**config.mk**
```make
export PLATFORM = sky130hd
export DESIGN_NAME = four_bit_signed_serial_subtractor_flat
export DESIGN_NICKNAME = d
export VERILOG_FILES = /design/src/rtl/four_bit_signed_serial_subtractor_if.sv /design/src/rtl/four_bit_signed_serial_subtractor.sv /design/src/flat_wrapper.sv
export SDC_FILE = /design/constraint.sdc
export NUM_CORES = 1
export LEC_CHECK = 0
export CAP_MARGIN = 20
export CORE_MARGIN = 10
export CORE_UTILIZATION = 50
export DETAILED_ROUTE_END_ITERATION = 16
export PLACE_DENSITY = 0.78
export SLEW_MARGIN = 20
export SYNTH_ARGS = -nofsm -noshare
export SYNTH_HDL_FRONTEND = slang
export SYNTH_SLANG_ARGS = --single-unit
```
**constraint.sdc**
```tcl
create_clock -name clk -period 1.6 [get_ports clk]
set_input_delay 0.32 -clock clk [delete_from_list [all_inputs] [get_ports clk]]
set_output_delay 0.32 -clock clk [all_outputs]
set_load 0.03 [all_outputs]
```
**src/rtl/four_bit_signed_serial_subtractor_if.sv**
```systemverilog
// Operand/result bundle for the serial subtractor: master issues start/a/b,
// slave returns the registered difference, flags and handshake status.
interface four_bit_signed_serial_subtractor_if #(
  parameter int WIDTH = 4
);
  logic             start;
  logic [WIDTH-1:0] a;
  logic [WIDTH-1:0] b;
  logic [WIDTH-1:0] s;
  logic             cout;
  logic             ov;
  logic             busy;
  logic             done;

  modport master (output start, a, b, input s, cout, ov, busy, done);
  modport slave  (input start, a, b, output s, cout, ov, busy, done);
endinterface

```
**src/rtl/four_bit_signed_serial_subtractor.sv**
```systemverilog
// Bit-serial a - b (a + ~b + 1), LSB first through one gate-level full-adder slice.
//   state | meaning
//   IDLE  | waiting for start; operands latched on the start edge
//   SHIFT | one operand bit per edge; result/flags committed on the last bit
//   DONE  | one-cycle done pulse, then back to IDLE
module four_bit_signed_serial_subtractor #(
  parameter int WIDTH = 4
) (
  input logic clk,
  input logic rst_n,
  four_bit_signed_serial_subtractor_if.slave sub
);
  localparam int CNT_W = $clog2(WIDTH);

  typedef enum logic [1:0] {IDLE = 2'd0, SHIFT = 2'd1, DONE = 2'd2} state_t;

  state_t             state_q, state_d;
  logic [CNT_W-1:0]   cnt_q, cnt_d;
  logic [WIDTH-1:0]   a_sh_q, a_sh_d;
  logic [WIDTH-1:0]   b_sh_q, b_sh_d;
  logic [WIDTH-1:0]   d_sh_q, d_sh_d;
  logic               carry_q, carry_d;
  logic               a3_q, a3_d;
  logic               b3_q, b3_d;
  logic [WIDTH-1:0]   s_q, s_d;
  logic               cout_q, cout_d;
  logic               ov_q, ov_d;

  wire fa_p, fa_sum, fa_g, fa_t, fa_co;
  wire ov_sgn, ov_res, ov_bit;

  xor u_fa_p   (fa_p,   a_sh_q[0], b_sh_q[0]);
  xor u_fa_sum (fa_sum, fa_p,      carry_q);
  and u_fa_g   (fa_g,   a_sh_q[0], b_sh_q[0]);
  and u_fa_t   (fa_t,   fa_p,      carry_q);
  or  u_fa_co  (fa_co,  fa_g,      fa_t);

  // Overflow only when operand signs differ and the result sign departs from a.
  xor u_ov_sgn (ov_sgn, a3_q,   b3_q);
  xor u_ov_res (ov_res, fa_sum, a3_q);
  and u_ov_bit (ov_bit, ov_sgn, ov_res);

  always_ff @(posedge clk or negedge rst_n) begin
    if (!rst_n) begin
      state_q <= IDLE;
      cnt_q   <= '0;
      a_sh_q  <= '0;
      b_sh_q  <= '0;
      d_sh_q  <= '0;
      carry_q <= 1'b0;
      a3_q    <= 1'b0;
      b3_q    <= 1'b0;
      s_q     <= '0;
      cout_q  <= 1'b0;
      ov_q    <= 1'b0;
    end else begin
      state_q <= state_d;
      cnt_q   <= cnt_d;
      a_sh_q  <= a_sh_d;
      b_sh_q  <= b_sh_d;
      d_sh_q  <= d_sh_d;
      carry_q <= carry_d;
      a3_q    <= a3_d;
      b3_q    <= b3_d;
      s_q     <= s_d;
      cout_q  <= cout_d;
      ov_q    <= ov_d;
    end
  end

  always_comb begin
    state_d = state_q;
    cnt_d   = cnt_q;
    a_sh_d  = a_sh_q;
    b_sh_d  = b_sh_q;
    d_sh_d  = d_sh_q;
    carry_d = carry_q;
    a3_d    = a3_q;
    b3_d    = b3_q;
    s_d     = s_q;
    cout_d  = cout_q;
    ov_d    = ov_q;
    unique case (state_q)
      IDLE: begin
        if (sub.start) begin
          a_sh_d  = sub.a;
          b_sh_d  = ~sub.b;
          a3_d    = sub.a[WIDTH-1];
          b3_d    = sub.b[WIDTH-1];
          carry_d = 1'b1;
          cnt_d   = '0;
          state_d = SHIFT;
        end
      end
      SHIFT: begin
        d_sh_d  = {fa_sum, d_sh_q[WIDTH-1:1]};
        carry_d = fa_co;
        a_sh_d  = {1'b0, a_sh_q[WIDTH-1:1]};
        b_sh_d  = {1'b0, b_sh_q[WIDTH-1:1]};
        cnt_d   = cnt_q + CNT_W'(1);
        if (cnt_q == CNT_W'(WIDTH - 1)) begin
          s_d     = {fa_sum, d_sh_q[WIDTH-1:1]};
          cout_d  = fa_co;
          ov_d    = ov_bit;
          state_d = DONE;
        end
      end
      DONE: state_d = IDLE;
      default: state_d = IDLE;
    endcase
  end

  assign sub.s    = s_q;
  assign sub.cout = cout_q;
  assign sub.ov   = ov_q;
  assign sub.busy = (state_q != IDLE);
  assign sub.done = (state_q == DONE);
endmodule
```
**src/flat_wrapper.sv**
```systemverilog
// flat-port wrapper written by rule: the top's interface ports become plain ports
module four_bit_signed_serial_subtractor_flat 
#(
  parameter int WIDTH = 4
)
  (clk, rst_n, sub_start, sub_a, sub_b, sub_s, sub_cout, sub_ov, sub_busy, sub_done);
  four_bit_signed_serial_subtractor_if #(.WIDTH(WIDTH)) sub_i ();
  input logic clk;
  input logic rst_n;
  input wire logic [$bits(sub_i.start)-1:0] sub_start;
  input wire logic [$bits(sub_i.a)-1:0] sub_a;
  input wire logic [$bits(sub_i.b)-1:0] sub_b;
  output wire logic [$bits(sub_i.s)-1:0] sub_s;
  output wire logic [$bits(sub_i.cout)-1:0] sub_cout;
  output wire logic [$bits(sub_i.ov)-1:0] sub_ov;
  output wire logic [$bits(sub_i.busy)-1:0] sub_busy;
  output wire logic [$bits(sub_i.done)-1:0] sub_done;
  assign sub_i.start = sub_start;
  assign sub_i.a = sub_a;
  assign sub_i.b = sub_b;
  assign sub_s = sub_i.s;
  assign sub_cout = sub_i.cout;
  assign sub_ov = sub_i.ov;
  assign sub_busy = sub_i.busy;
  assign sub_done = sub_i.done;
  four_bit_signed_serial_subtractor #(.WIDTH(WIDTH)) u_core (.clk(clk), .rst_n(rst_n), .sub(sub_i));
endmodule
```
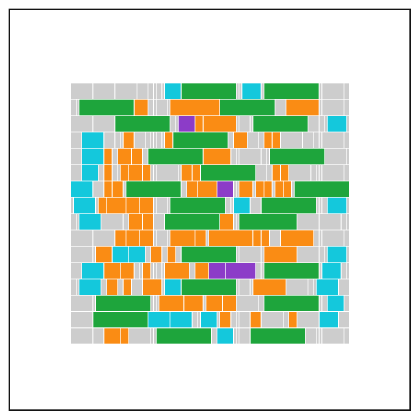
*Cell classes on the final placement*
(6 px per µm) Fill, decap, tap and diode cells in grey.
remaining buffers and delay cells -> cyan  # cells 25, share of their area 17%
remaining logic cells -> orange  # cells 69, share of their area 35%
clock drivers and dummy loads -> purple  # cells 4, share of their area 2.7%
sequential cells -> green  # cells 24, share of their area 45%
cell area after layout: 1360 µm²
row count: 16
flop share of the area: 0.443
Core Area: 2020 µm²
core occupancy in the finished layout: 0.672

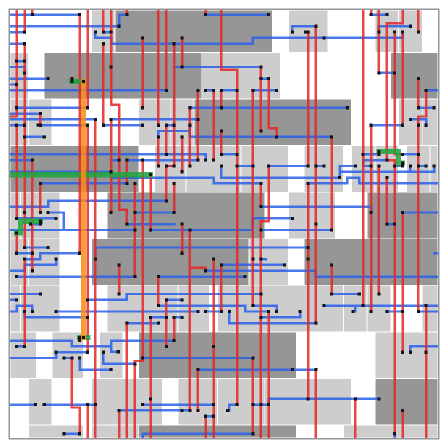
*Layout detail*
Window x 21 to 46, y 21 to 46 µm. Cells in grey, sequential cells in the stronger grey; small squares are vias.
M2 -> red
M4 -> orange
M3 -> green
M1 -> blue
sequential cells in the window = 8
cells with their middle in the window = 45
most frequent = nand2_1 (10), dfrtp_1 (7), a21oi_1 (4)
netlist names of flops here include = u_core.b_sh_q (2), u_core.cnt_q (2), u_core.state_q (2)

==> flow_summary.rst <==
Physical design figures
=======================

.. list-table::
   :header-rows: 1

   * - Metric
     - Value
   * - Accumulated negative setup slack
     - 0 ps
   * - First-pass iteration count of the detailed router
     - 4
   * - PD cells
     - 2020 nW/µm²
   * - Wire length per cell
     - 15.6 µm
   * - Die Outline Area
     - 4430 µm²
   * - TritonCTS clock tree
     - yes
   * - Power attributed to sequential cells
     - 1.08 mW
   * - Adder-cell share of the synthesized area
     - 0.0300
   * - Critical path type
     - reg -> out
   * - Complex Gates by Area
     - 0.143
   * - Result of the run
     - complete, no violations
   * - Last element of the critical path
     - sub_busy
   * - Share of the core filled by cells before placement
     - 0.537
   * - Fin Hold WS
     - 342 ps
   * - Synth Register Bits
     - 24
   * - Number of cells in the yosys synthesis report
     - 96
   * - Worst Reg-to-Reg Cells
     - 4
   * - CP arrival
     - 1220 ps
   * - # resized after CTS
     - 7
   * - Combinational gate area
     - 440 µm²
   * - OpenROAD warnings
     - 26
   * - DRT antenna net count
     - 0
   * - Die X-Extent
     - 66.6 µm
   * - Endpoints failing setup
     - 0
   * - Most instantiated logic cells after routing
     - sky130_fd_sc_hd__dfrtp_1 (23), sky130_fd_sc_hd__nand2_1 (15), sky130_fd_sc_hd__clkdlybuf4s50_1 (10)
   * - Pre-CTS setup slack
     - 11.2 ps
   * - Number of cells in the finished layout apart from fillers
     - 149
   * - Number of ordinary and repair buffers in the finished layout
     - 25
   * - Non-clock inverter instance count of the final layout
     - 7
   * - Overflow after GRT
     - 0
   * - Number of endpoints with negative hold slack in the final report
     - 0
   * - Global-route wire length before repair
     - 4.08 mm
   * - Vertical die dimension
     - 66.6 µm
   * - Post-Synth XOR/XNOR Area
     - 0
   * - Final worst-path cycle share
     - 0.965
   * - Post-CTS Setup Repair Bufs
     - 2
   * - Synth mux share
     - 0.0900
   * - Placer Congestion
     - 0.807
   * - Combinational gate power
     - 1.34 mW
   * - Relative contribution of the clock network to total power
     - 0.117
   * - Flop-to-flop setup slack
     - 170 ps
   * - Cell Area, Placed
     - 1300 µm²
   * - Share of cells above drive strength 1
     - 0.197
   * - Detailed-route vias per instance
     - 5.36
   * - Clk latency late pin
     - 310 ps
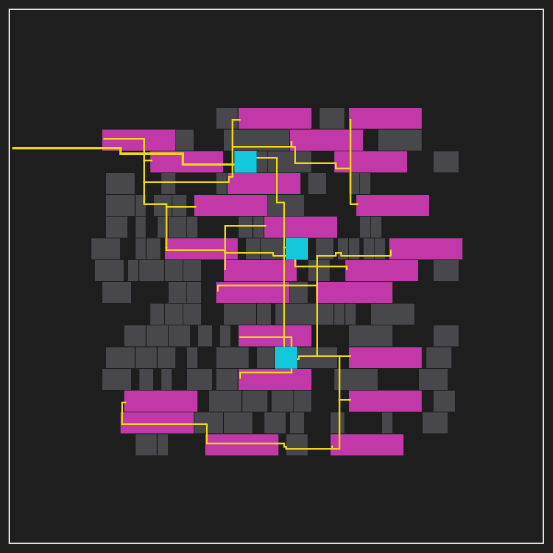
*Routed clock nets over the placement*
(8 px per µm)
clock-net drivers -> cyan  # count 3
clock wires -> yellow  # length 282 µm
flip-flops -> magenta  # count 24
routed clock nets = 4
P_clk: 323 µW
final worst clock skew: 2.30 ps

metal layers:
| metal | routed length, µm | GRT usage |
|---|---|---|
| met3 | 147 | 0.0351 |
| met5 | 0 | 0 |
| met1 | 1030 | 0.129 |
| met4 | 14 | 0.0471 |
| met2 | 1130 | 0.198 |
synthesized netlist by cell type:
master,number,area share
sky130_fd_sc_hd__a2bb2oi_1,2,0.016
sky130_fd_sc_hd__clkbuf_1,1,0.0035
sky130_fd_sc_hd__ha_1,1,0.012
sky130_fd_sc_hd__or2_1,1,0.0058
sky130_fd_sc_hd__nand3b_4,1,0.018
sky130_fd_sc_hd__nor2_1,2,0.0069
sky130_fd_sc_hd__nand2_1,15,0.052
sky130_fd_sc_hd__a21oi_1,6,0.028
sky130_fd_sc_hd__buf_2,1,0.0046
sky130_fd_sc_hd__o21ai_0,6,0.028
sky130_fd_sc_hd__o22ai_1,6,0.035
sky130_fd_sc_hd__buf_6,1,0.010
sky130_fd_sc_hd__nor2_4,1,0.010
sky130_fd_sc_hd__a22o_1,2,0.016
sky130_fd_sc_hd__inv_1,7,0.024
sky130_fd_sc_hd__nor2b_1,3,0.017
sky130_fd_sc_hd__nor3b_1,1,0.0069
sky130_fd_sc_hd__fa_1,1,0.018
sky130_fd_sc_hd__mux2_2,2,0.021
sky130_fd_sc_hd__dfrtp_1,24,0.55
sky130_fd_sc_hd__nand2b_1,4,0.023
sky130_fd_sc_hd__mux2_4,5,0.069
sky130_fd_sc_hd__o21bai_1,1,0.0069
sky130_fd_sc_hd__a22oi_1,2,0.014
kinds of logic (layout without fill, tap and decap cells):
group | Yosys count | after routing
multiplexers | 7 | 7
buffers and inverters | 10 | 36
AND/OR/NAND/NOR | 28 | 28
AND-OR/OR-AND | 25 | 25
adder cells (fa/ha/maj) | 2 | 2
flip-flops | 24 | 24
Power figures rest on the tool's default switching activity, not on a simulated workload.
